Figure 1. A small window of the routed layout.
Scale bar: 10 microns. Region (45, 19) to (85, 59) microns. Cells in grey, sequential cells in the stronger grey; small squares are vias.
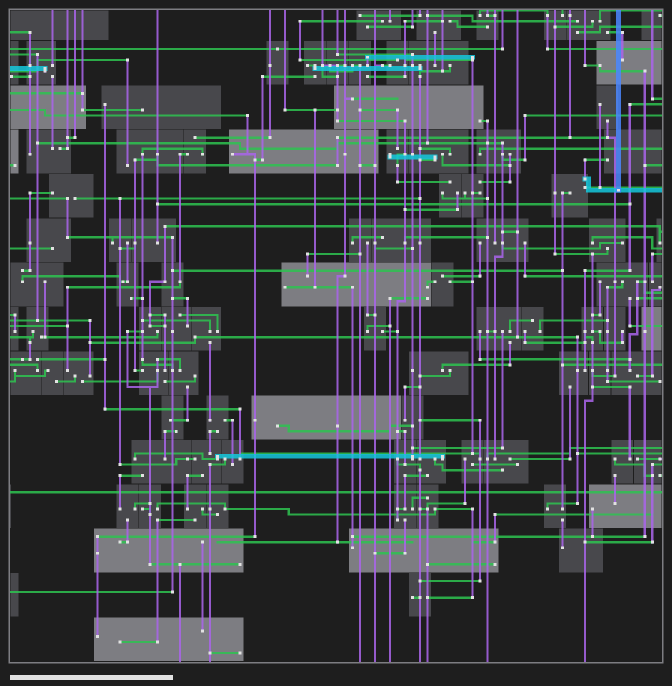
Figure 2. M1 wires.
Scale bar: 50 microns. Supply wires on this layer in grey. Cells faint in the background.
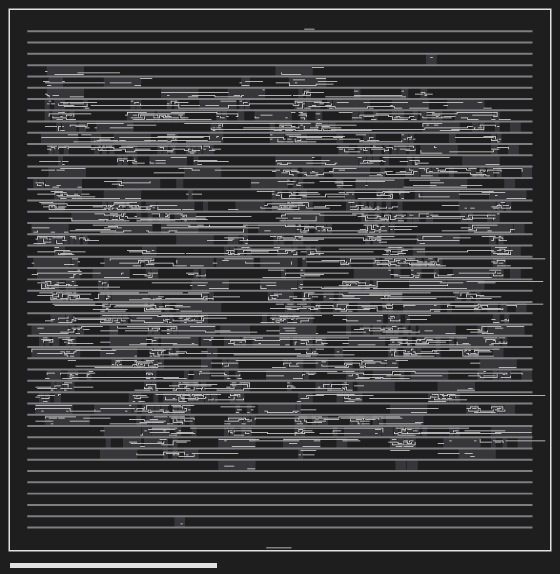
Figure 3. Cells by drive strength.
Scale bar: 50 microns.
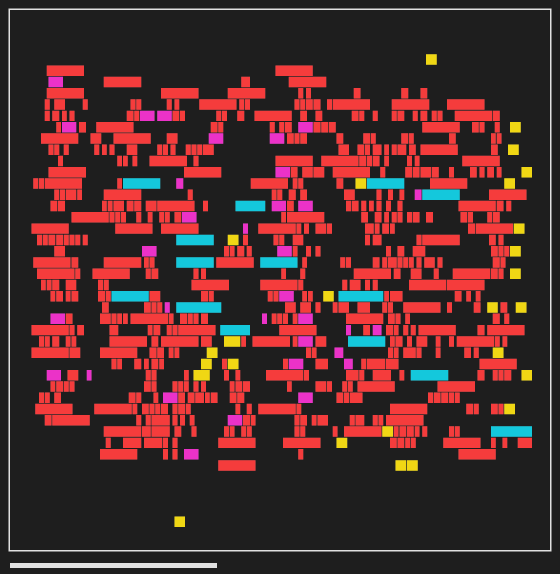
Figure 4. Metal 2.
Scale bar: 50 microns. Cells faint in the background.
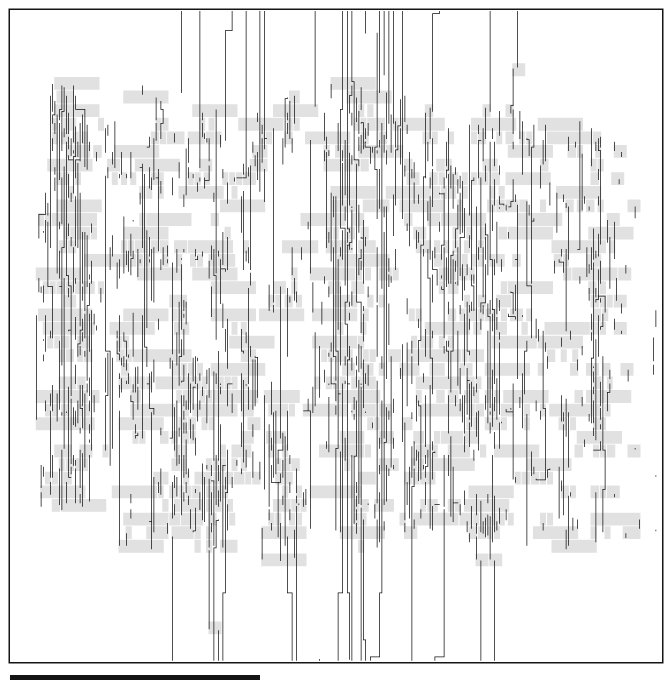
Figure 5. Routing congestion map.
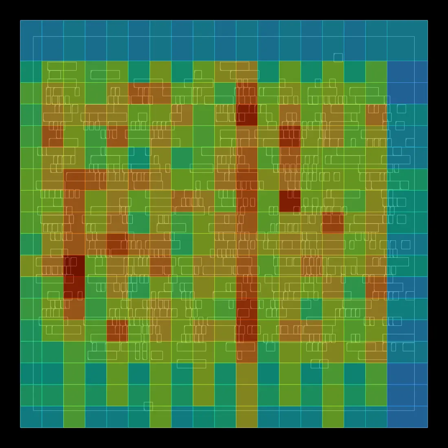
$ cat config.mk
export PLATFORM = sky130hd
export DESIGN_NAME = mod_if
export DESIGN_NICKNAME = d
export VERILOG_FILES = /design/src/rtl/mod_if_pkg.sv /design/src/rtl/mod_if_if_id_reg.sv /design/src/rtl/mod_if.sv
export SDC_FILE = /design/constraint.sdc
export NUM_CORES = 1
export LEC_CHECK = 0
export ABC_AREA = 1
export CORE_MARGIN = 4
export CORE_UTILIZATION = 32
export CTS_CLUSTER_SIZE = 25
export DETAILED_ROUTE_END_ITERATION = 12
export DONT_BUFFER_PORTS = 1
export PLACE_DENSITY_LB_ADDON = 0.2
export REMOVE_ABC_BUFFERS = 1
export SYNTH_ARGS = -nofsm -noshare
export SYNTH_HDL_FRONTEND = slang
export SYNTH_HIERARCHICAL = 1
export SYNTH_SLANG_ARGS = --single-unit
$ cat constraint.sdc
create_clock -name clk -period 2.86 [get_ports clk]
set_input_delay 0.286 -clock clk [delete_from_list [all_inputs] [get_ports clk]]
set_output_delay 0.286 -clock clk [all_outputs]
set_load 0.03 [all_outputs]
$ cat src/rtl/mod_if_pkg.sv
// mod_if_pkg: shared fetch-stage constants, FSM encoding and the IF/ID payload type.
package mod_if_pkg;
    localparam logic [1:0] S_FETCH = 2'd0;
    localparam logic [1:0] S_HOLD  = 2'd1;
    localparam logic [1:0] S_DROP  = 2'd2;
    localparam logic [1:0] S_HALT  = 2'd3;
    localparam logic [3:0]  HALT_OPCODE = 4'hF;
    localparam logic [15:0] NOP_INSTR   = 16'h0000;
    localparam logic [15:0] PC_INC      = 16'd2;

    typedef struct packed {
        logic [15:0] instr;
        logic [15:0] pc;
        logic        valid;
    } if_id_t;

    function automatic logic is_halt(input logic [15:0] instr);
        return instr[15:12] == HALT_OPCODE;
    endfunction
endpackage

$ cat src/rtl/mod_if_if_id_reg.sv
// if_id_reg: 33-bit IF/ID pipeline register with enable and clear (clear wins).
module if_id_reg
    import mod_if_pkg::*;
(
    input  logic   clk,
    input  logic   rst,
    input  logic   en,
    input  logic   clr,
    input  if_id_t d,
    output if_id_t q
);
    if_id_t r_d, r_q;

    always_comb r_d = clr ? '{NOP_INSTR, 16'h0000, 1'b0} : en ? d : r_q;

    always_ff @(posedge clk or negedge rst) begin
        if (!rst) r_q <= '{NOP_INSTR, 16'h0000, 1'b0};
        else      r_q <= r_d;
    end

    assign q = r_q;
endmodule

$ cat src/rtl/mod_if.sv
// mod_if: instruction fetch stage with stall, redirect, late-response drop and HLT handling.
module mod_if
    import mod_if_pkg::*;
#(
    parameter logic [15:0] RESET_PC = 16'h0000
) (
    input  logic        clk,
    input  logic        rst,
    input  logic        stall,
    input  logic        redirect,
    input  logic [15:0] redirect_pc,
    output logic        imem_req,
    output logic [15:0] imem_addr,
    input  logic [15:0] imem_rdata,
    input  logic        imem_ready,
    output logic [15:0] instruction_out,
    output logic [15:0] pc_out,
    output logic        valid_out,
    output logic        halt
);
    logic [1:0]  state_q, state_d;
    logic [15:0] pc_q, pc_d, pend_q, pend_d, drop_addr_q, drop_addr_d;
    logic        run_q;
    logic        ifid_en, ifid_clr, got;
    if_id_t      ifid_in, ifid_q;

    // run_q keeps imem_req low until the first edge after reset release
    assign imem_req  = run_q && (state_q == S_FETCH || state_q == S_DROP);
    assign imem_addr = state_q == S_DROP ? drop_addr_q : pc_q;
    assign got       = imem_req && imem_ready;

    always_comb begin
        state_d     = state_q;
        pc_d        = pc_q;
        pend_d      = pend_q;
        drop_addr_d = drop_addr_q;
        ifid_en     = 1'b0;
        ifid_clr    = 1'b0;
        ifid_in     = ifid_q;
        if (redirect) begin
            ifid_clr    = 1'b1;
            pend_d      = NOP_INSTR;
            pc_d        = {redirect_pc[15:1], 1'b0};
            drop_addr_d = imem_addr;
            state_d     = (imem_req && !imem_ready) ? S_DROP : S_FETCH;
        end else begin
            case (state_q)
                S_FETCH: begin
                    if (got && stall) begin
                        pend_d  = imem_rdata;
                        pc_d    = pc_q + PC_INC;
                        state_d = S_HOLD;
                    end else if (got) begin
                        ifid_en = 1'b1;
                        ifid_in = '{imem_rdata, pc_q + PC_INC, 1'b1};
                        pc_d    = pc_q + PC_INC;
                        state_d = is_halt(imem_rdata) ? S_HALT : S_FETCH;
                    end else if (!stall) begin
                        ifid_en       = 1'b1;
                        ifid_in.valid = 1'b0;
                    end
                end
                // pc already advanced past the pended word, so pc_q is its PC+2
                S_HOLD: if (!stall) begin
                    ifid_en = 1'b1;
                    ifid_in = '{pend_q, pc_q, 1'b1};
                    state_d = is_halt(pend_q) ? S_HALT : S_FETCH;
                end
                S_DROP: if (imem_ready) state_d = S_FETCH;
                default: ;
            endcase
        end
    end

    always_ff @(posedge clk or negedge rst) begin
        if (!rst) begin
            state_q     <= S_FETCH;
            pc_q        <= RESET_PC;
            pend_q      <= NOP_INSTR;
            drop_addr_q <= RESET_PC;
            run_q       <= 1'b0;
        end else begin
            state_q     <= state_d;
            pc_q        <= pc_d;
            pend_q      <= pend_d;
            drop_addr_q <= drop_addr_d;
            run_q       <= 1'b1;
        end
    end

    if_id_reg u_if_id (
        .clk (clk),
        .rst (rst),
        .en  (ifid_en),
        .clr (ifid_clr),
        .d   (ifid_in),
        .q   (ifid_q)
    );

    assign instruction_out = ifid_q.instr;
    assign pc_out          = ifid_q.pc;
    assign valid_out       = ifid_q.valid;
    assign halt            = state_q == S_HALT;
endmodule
==> out/summary.json <==
{
  "grt_pass1_vias": 4250,
  "setup.worst_path.class": "reg -> reg",
  "grt_setup_unrepaired": "no",
  "max_cap_violations": 0,
  "synth_area_leader_cell": "sky130_fd_sc_hd__dfrtp_1",
  "comb_power_share": 0.272,
  "antenna_violation_net_count_after_detailed_routing": 0,
  "max-slew-margin-rel": 0.440,
  "finalCritPeriodShare": 0.809,
  "netlist_top_cells_area": "sky130_fd_sc_hd__dfrtp_1 (43%), sky130_fd_sc_hd__nand2_1 (18%), sky130_fd_sc_hd__nand3_1 (5.3%)",
  "placement.io_buffers": 0,
  "power.switching_w": 0.00126,
  "dieWidth_microns": 130,
  "floorplan.io_pins": 88,
  "cts_resized": 0,
  "share_seq_of_total_power": 0.390,
  "layout-area-overhead-vs-synth_pct": 12.1,
  "netlist_instances": 632,
  "cpLargestDelayFamily": "simple AND/OR/NAND/NOR gates",
  "worstHoldPathType": "in -> reg",
  "tool_warnings": 30,
  "worst-path-max-fanout": 24,
  "clock-skew-final_ns": 0.00676,
  "yosys-stat-cells": 632,
  "number_of_iterations_in_the_first_detailed_routing_pass": 4,
  "layout-drive-gt1-share": 0.114,
  "synth.distinct_cells": 33,
  "critical-path-max-stage-delay_ns": 0.41,
  "report.final.slew_viol_count": 0,
  "rows": 44,
  "hpwl_mm": 9.50,
  "via_per_inst": 5.13,
  "result_of_the_run": "complete, no violations",
  "critical_path_source_type": "flop",
  "whs_ns": 0.0690,
  "grt_first_pass_wirelength_mm": 22.4,
  "tritoncts": "yes"
}
Notes on Figure 1 above:
legend:
  cyan:
    layer: metal 3
  blue:
    layer: metal 4
  purple:
    layer: metal 2
  green:
    layer: metal 1
netlist names of flops here include: u_if_id/q (7), pend_q (1)
most frequent: nand2_1 (30), dfrtp_1 (8), o211ai_1 (7)
sequential cells in the window: 8
cells with their middle in the window: 85

Notes on Figure 2 above:
share of all routed wire: 44%
wire length on this layer: 6030 microns
total detailed-routing wirelength: 13.7 mm
number of vias in the routed layout: 4227
met1 Resource Use GR: 0.213

Notes on Figure 3 above:
legend:
  red:
    size: _0 and _1 cells
    cells: 567
    share: 89%
    most_used: nand2_1
  magenta:
    size: _2 cells
    cells: 33
    share: 5.2%
    most_used: nand3_2
  cyan:
    size: _6 and larger
    cells: 14
    share: 2.2%
    most_used: clkbuf_16
  yellow:
    size: _3 and _4 cells
    cells: 26
    share: 4.1%
    most_used: buf_4

Notes on Figure 4 above:
longest straight run: 46.5 microns
nets with wire on the layer: 507

Notes on Figure 5 above:
overall track demand over capacity in global routing: 0.167
global-route track usage on met2: 0.276
routed len/inst: 16.7 microns
Top Usage Layer GRT: met2
met3 Track Usage GR: 0.0536

==> final timing paths <==
check / startpoint / endpoint / slack, ns / cells past startpoint
worst max-delay path: state_q[0] / u_if_id/q[12] / 0.55 / 10
worst min-delay path: imem_rdata[6] / pend_q[6] / 0.07 / 2
worst max register to register: state_q[0] / u_if_id/q[12] / 0.55 / 10
worst min register to register: pend_q[9] / pend_q[9] / 0.47 / 2
max in group asynchronous: rst / u_if_id/q[17] / 1.97 / 2
min in group asynchronous: rst / drop_addr_q[0] / 0.48 / 2
==> flip-flops by register name, summed over array words and instances, names as in the netlist <==
| register | cells |
|---|---|
| pend_q | 16 |
| pc_q | 15 |
| drop_addr_q | 16 |
| run_q | 1 |
| state_q | 2 |
| u_if_id/q | 33 |
==> Yosys cell counts (all sizes together) <==
cell,n
inv,41
nor3,7
and2,1
a21oi,12
o22ai,2
o221ai,2
xor2,4
o21bai,1
a221oi,1
buf,19
xnor2,1
ha,6
conb,1
a22oi,15
dfrtp,83
nor2,39
nand4,7
o211ai,15
nand3,73
a21boi,1
or2,1
nand2,227
o21ai,58
clkbuf,15
==> kinds of logic after synthesis <==
family / Yosys count / synth area share
adder cells (fa/ha/maj): 6 / 0.0157
buffers and inverters: 75 / 0.0743
XOR/XNOR: 5 / 0.00915
AND/OR/NAND/NOR: 355 / 0.334
AND-OR/OR-AND: 107 / 0.132
other: 1 / 0.000784
flip-flops: 83 / 0.434
==> layer usage <==
metal  track usage  vias to the layer above  share of wire
li1              -                     2090              -
met1         0.213                     2006           0.44
met2         0.276                      119           0.47
met3        0.0536                       12          0.078
met4        0.0379                        0         0.0095
met5             0                        -              0
==> through the flow <==
step | utilization | worst slack, ns | cell area, sq um | power, W | setup TNS, ns
final | 0.367 | 0.548 | 5360 | 0.00364 | 0
after global routing | 0.367 | 0.327 | 5360 | 0.00387 | 0
after global placement | 0.344 | 0.571 | 5010 | 0.00239 | 0
after detailed placement | 0.344 | 0.539 | 5010 | 0.00241 | 0
after floorplan | - | -0.631 | 4580 | 0.00207 | -16.60
after CTS | 0.367 | 0.527 | 5360 | 0.00370 | 0
==> area by class of cell <==
| class | count | area, sq um |
|---|---|---|
| clock buffers | 11 | 233 |
| multi-input cells | 474 | 2360 |
| fillers | 1531 | 9230 |
| well taps | 184 | 230 |
| inverters | 41 | 154 |
| flip-flops and latches | 83 | 2080 |
| clock inverters | 5 | 77.6 |
| repair buffers | 26 | 230 |
==> power groups by stage <==
| stage | clock network, W | registers (W) | logic (W) |
|---|---|---|---|
| floorplan | 0 | 0.00141 | 0.000656 |
| global placement | 0 | 0.00143 | 0.000955 |
| global route | 0.00131 | 0.00144 | 0.00111 |
| finish | 0.00123 | 0.00142 | 0.000991 |
| detailed placement | 0 | 0.00144 | 0.000973 |
| CTS | 0.00127 | 0.00142 | 0.00101 |
==> what timing repair did <==
item                                   CTS  global route
hold buffers                             2             0
buffers inserted                         0             0
endpoints found under the hold margin   83             0
Power figures rest on the tool's default switching activity, not on a simulated workload.
